===== config.mk =====
export PLATFORM = sky130hd
export DESIGN_NAME = axis_matrix_source
export DESIGN_NICKNAME = d
export VERILOG_FILES = /design/src/rtl/axis_matrix_source.sv
export SDC_FILE = /design/constraint.sdc
export NUM_CORES = 1
export LEC_CHECK = 0
export ABC_AREA = 1
export ABC_CLOCK_PERIOD_IN_PS = 4700
export CAP_MARGIN = 25
export CORE_MARGIN = 2
export CORE_UTILIZATION = 40
export CTS_CLUSTER_DIAMETER = 60
export DETAILED_ROUTE_END_ITERATION = 10
export PLACE_DENSITY = 0.65
export SETUP_SLACK_MARGIN = 0.05
export SLEW_MARGIN = 20
export SYNTH_ARGS = -nofsm -noshare
export SYNTH_HDL_FRONTEND = slang
export SYNTH_SLANG_ARGS = --single-unit

===== constraint.sdc =====
create_clock -name clk -period 4.7 [get_ports clk]
set_input_delay 0.94 -clock clk [delete_from_list [all_inputs] [get_ports clk]]
set_output_delay 0.94 -clock clk [all_outputs]
set_load 0.01 [all_outputs]

===== src/rtl/axis_matrix_source.sv =====
`default_nettype none
// axis_matrix_source: small row store plus an AXI-stream master that plays rows 0..K-1 as one frame.
// The store is loaded through the write port while idle; frames fully honour tready backpressure.
module axis_matrix_source #(
  parameter  int N          = 4,
  parameter  int DATA_WIDTH = 8,
  parameter  int ROWS       = 4,
  localparam int AW         = $clog2(ROWS),
  localparam int W          = N * DATA_WIDTH
) (
  input  logic          clk,
  input  logic          reset,
  input  logic          wr_en,
  input  logic [AW-1:0] wr_addr,
  input  logic [W-1:0]  wr_data,
  output logic          wr_err,
  input  logic          start,
  input  logic [AW:0]   num_rows,
  output logic          busy,
  output logic          done,
  output logic [W-1:0]  m_tdata,
  output logic          m_tvalid,
  output logic          m_tlast,
  input  logic          m_tready
);

  typedef enum logic [0:0] {
    IDLE   = 1'b0,
    STREAM = 1'b1
  } state_t;

  localparam logic [AW:0] ROWS_K = (AW+1)'(ROWS);
  localparam logic [AW:0] ONE_K  = (AW+1)'(1);

  state_t       state_q;
  logic [W-1:0] mem_q [ROWS];
  logic [AW:0]  cnt_q;
  logic [AW:0]  k_q;
  logic [W-1:0] tdata_q;
  logic         tvalid_q;
  logic         tlast_q;
  logic         done_q;
  logic         wr_err_q;

  logic [AW:0]  k_d;
  logic [W-1:0] row0_d;
  logic         wr_ok;
  logic         hs;

  assign wr_ok = wr_en && (state_q == IDLE);
  assign hs    = tvalid_q && m_tready;

  always_comb begin
    k_d = num_rows;
    if ((num_rows == '0) || (num_rows > ROWS_K)) begin
      k_d = ROWS_K;
    end
  end

  // Forward a same-cycle write to row 0 so a start coincident with it streams the new contents.
  assign row0_d = (wr_ok && (wr_addr == '0)) ? wr_data : mem_q[0];

  always_ff @(posedge clk) begin
    if (wr_ok) begin
      mem_q[wr_addr] <= wr_data;
    end
  end

  always_ff @(posedge clk) begin
    if (reset) begin
      state_q  <= IDLE;
      cnt_q    <= '0;
      k_q      <= '0;
      tdata_q  <= '0;
      tvalid_q <= 1'b0;
      tlast_q  <= 1'b0;
      done_q   <= 1'b0;
      wr_err_q <= 1'b0;
    end else begin
      done_q   <= 1'b0;
      wr_err_q <= wr_en && (state_q == STREAM);
      case (state_q)
        IDLE: begin
          if (start) begin
            k_q      <= k_d;
            tdata_q  <= row0_d;
            tvalid_q <= 1'b1;
            tlast_q  <= (k_d == ONE_K);
            cnt_q    <= ONE_K;
            state_q  <= STREAM;
          end
        end
        STREAM: begin
          if (hs) begin
            if (tlast_q) begin
              tvalid_q <= 1'b0;
              tlast_q  <= 1'b0;
              done_q   <= 1'b1;
              state_q  <= IDLE;
            end else begin
              tdata_q <= mem_q[cnt_q[AW-1:0]];
              cnt_q   <= cnt_q + ONE_K;
              tlast_q <= (cnt_q == (k_q - ONE_K));
            end
          end
        end
        default: state_q <= IDLE;
      endcase
    end
  end

  assign busy     = (state_q == STREAM);
  assign done     = done_q;
  assign wr_err   = wr_err_q;
  assign m_tdata  = tdata_q;
  assign m_tvalid = tvalid_q;
  assign m_tlast  = tlast_q;

endmodule
`default_nettype wire


Run 1, gate-type map:
(2 px per um)
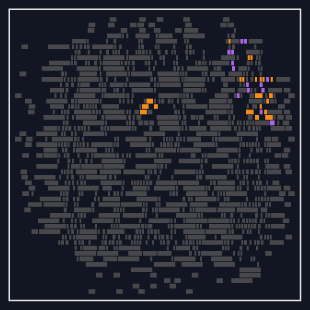
| color | family | cells |
|---|---|---|
| orange | NOR gates | 21 |
| purple | inverting AOI/OAI gates | 14 |
Layout Cells excl Fill: 1289
Commonest Layout Cell: nand2_1

Run 1, supply network:
(2 px per um) Pins as bars on the die edge.
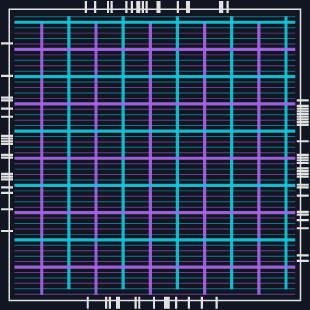
| color | net |
|---|---|
| purple | VSS |
| cyan | VDD |
met1 rails: 52
rows: 51
met5 straps: 10
met4 straps: 10
Die X: 144.8 um
chip height: 144.8 um
core area: 19460 um2

Run 1, clock wiring as the flow saved it:
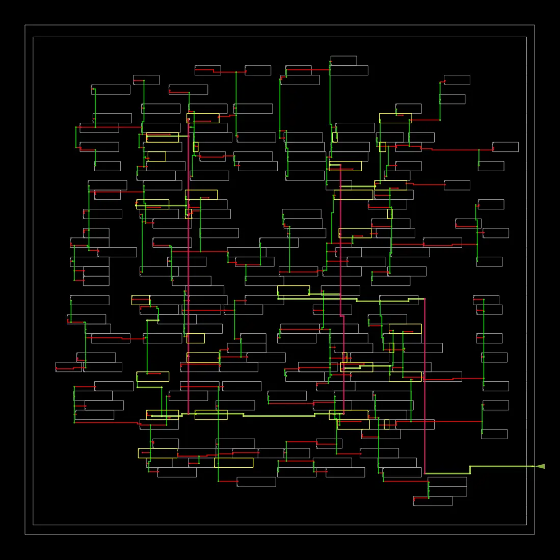
Flops: 173
number of clock buffers in the layout: 25
CTS sink cnt: 173
Insertion Delay late pin: 420 ps

Run 1, clock distribution:
(2 px per um)
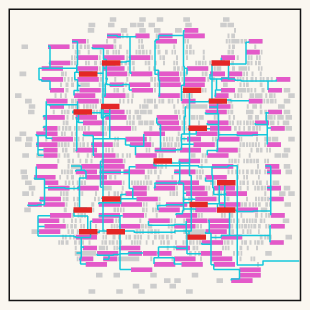
[cyan] clock wires | length: 1940 um
[red] cells driving clock nets | count: 17
[magenta] flip-flops | count: 173
routed clock nets: 18

==> flow_metrics.env, run 1 <==
# yosys + openroad results
export IMPL_dpl_hpwl_um=10530
export IMPL_mi_logic_area_um2=2218
export IMPL_seq_cell_share=0.4928
export IMPL_min_from="k_q[0]$_SDFFE_PP0P_"
export IMPL_buffers=95
export IMPL_period_minus_slack_ps=2634
export IMPL_adder_share=0.004731
export IMPL_place_ws_ps=1631
export IMPL_buffer_area_frac=0.09432
export IMPL_yosys_area_share_simple=0.2616
export IMPL_mux_area_frac=0
export IMPL_comb_power_share=0.100
export IMPL_async_reset_ff_frac=0
export IMPL_grt_pass1_vias=5609
export IMPL_largest_reg_flops=128
export IMPL_area_leaders="edfxtp_1 48%, nand2_1 14%, dfxtp_1 11%"
export IMPL_fin_tns_setup_ps=0
export IMPL_flop_area_um2=4746
export IMPL_crit_arrival_ps=3000
export IMPL_cpLargestDelayFamily="simple AND/OR/NAND/NOR gates"
export IMPL_nFillCells=1843
export IMPL_path_clk_slew_ps=60
export IMPL_ys_sh_xor=0
export IMPL_critPathRequiredTime_ps=5070
export IMPL_p_leak_uw=0.004543
export IMPL_cp_start_kind="primary input"
export IMPL_endpoint="m_tdata[14]$_SDFFE_PP0N_"
export IMPL_htreeDepth=4
export IMPL_seq_power_uw=1720
export IMPL_comb_power_uw=356
export IMPL_fin_skew_ps=6.196
export IMPL_tool_warnings=26
export IMPL_status="finished clean"
export IMPL_critPathLaunch="m_tready"
export IMPL_r2r_start="busy$_SDFF_PP0_"
export IMPL_cts_root_buf="clkbuf_16"
export IMPL_total_power_uw=3545
export IMPL_antenna_found_initial=0
export IMPL_yosysChipArea_um2=7934
export IMPL_flop_cell="edfxtp_1"
export IMPL_fin_nets=1056
==> run 2, diff against run 1 <==
--- a/config.mk
+++ b/config.mk
@@ -6,7 +6,7 @@
 export NUM_CORES = 1
 export LEC_CHECK = 0
 export ABC_AREA = 1
-export ABC_CLOCK_PERIOD_IN_PS = 4700
+export ABC_CLOCK_PERIOD_IN_PS = 2700
 export CAP_MARGIN = 25
 export CORE_MARGIN = 2
 export CORE_UTILIZATION = 40
==> constraint.sdc (replaced) <==
create_clock -name clk -period 2.7 [get_ports clk]
set_input_delay 0.54 -clock clk [delete_from_list [all_inputs] [get_ports clk]]
set_output_delay 0.54 -clock clk [all_outputs]
set_load 0.01 [all_outputs]
Run 2, routed metal, one color a layer:
(3 px per um)
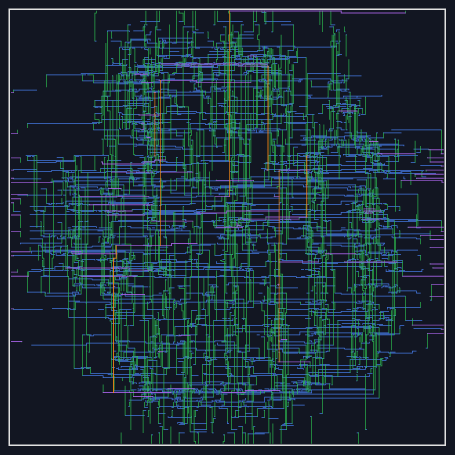
| color | layer | wire length |
|---|---|---|
| green | met2 | 8440 um |
| purple | met3 | 841 um |
| blue | met1 | 8150 um |
| orange | met4 | 307 um |

Run 2, clock wiring as the flow saved it:
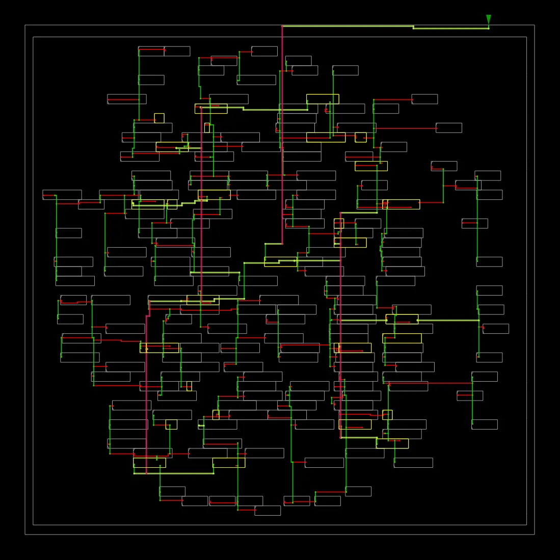
CTS buffer count: 17
Insertion Delay late pin: 430 ps
number of clock buffers in the layout: 20
clock skew: 8.997 ps
clock network power: 2340 uW

==> run 2 against run 1 <==
Effect of this change: synthesized cell count stayed put; worst hold slack improved by 4.5 ps; clock skew is 2.8 ps higher; via count is 1.4% higher; critical path depth decreased by 8; cell count up 0.78%; synthesized area unchanged; setup slack got worse by 1400 ps; sequential power grew 74%; largest cell class unchanged; largest power group unchanged.
==> flow_metrics.env, run 2 <==
# yosys + openroad results
export IMPL_status="finished clean"
export IMPL_total_power_uw=5970
export IMPL_layout_drive_gt1_share=0.06480
export IMPL_flop_cell="edfxtp_1"
export IMPL_seq_cell_share=0.4872
export IMPL_compound_area_frac=0.009147
export IMPL_cts_root_buf="clkbuf_16"
export IMPL_grt_pass1_vias=5548
export IMPL_seq_cells=173
export IMPL_fin_nets=1067
export IMPL_p_leak_uw=0.004585
export IMPL_comb_power_uw=644
export IMPL_buffers=106
export IMPL_cpLargestDelayFamily="buffers and inverters"
export IMPL_p_int_uw=4563
export IMPL_fin_tns_setup_ps=0
export IMPL_flop_area_um2=4746
export IMPL_cp_start_kind="flip-flop"
export IMPL_endpoint="busy"
export IMPL_mux_area_frac=0
export IMPL_path_clk_slew_ps=60
export IMPL_nFillCells=1785
export IMPL_min_from="k_q[0]$_SDFFE_PP0P_"
export IMPL_n_tap_cell=265
export IMPL_fp_dieH_um=144.8
export IMPL_layoutNonFillerInstCount=1299
export IMPL_ys_sh_xor=0
export IMPL_antenna_found_initial=0
export IMPL_crit_arrival_ps=1540
export IMPL_dpl_hpwl_um=11770
export IMPL_comb_power_share=0.108
export IMPL_yosysChipArea_um2=7934
export IMPL_largest_reg_flops=128
export IMPL_clock_sinks=173
export IMPL_async_reset_ff_frac=0
export IMPL_final_common_cell="nand2_1"
export IMPL_ir_drop_mv=0.4760
export IMPL_place_ws_ps=431.7
export IMPL_adder_share=0.004731
export IMPL_die_w_um=144.8
export IMPL_r2r_start="busy$_SDFF_PP0_"
export IMPL_tool_warnings=27
export IMPL_synth_top_cell_by_count="nand2_1"
export IMPL_htreeDepth=4
export IMPL_mi_logic_area_um2=2237
export IMPL_critPathLaunch="busy$_SDFF_PP0_"
export IMPL_seq_power_uw=2990
Power and IR drop assume default switching activity.
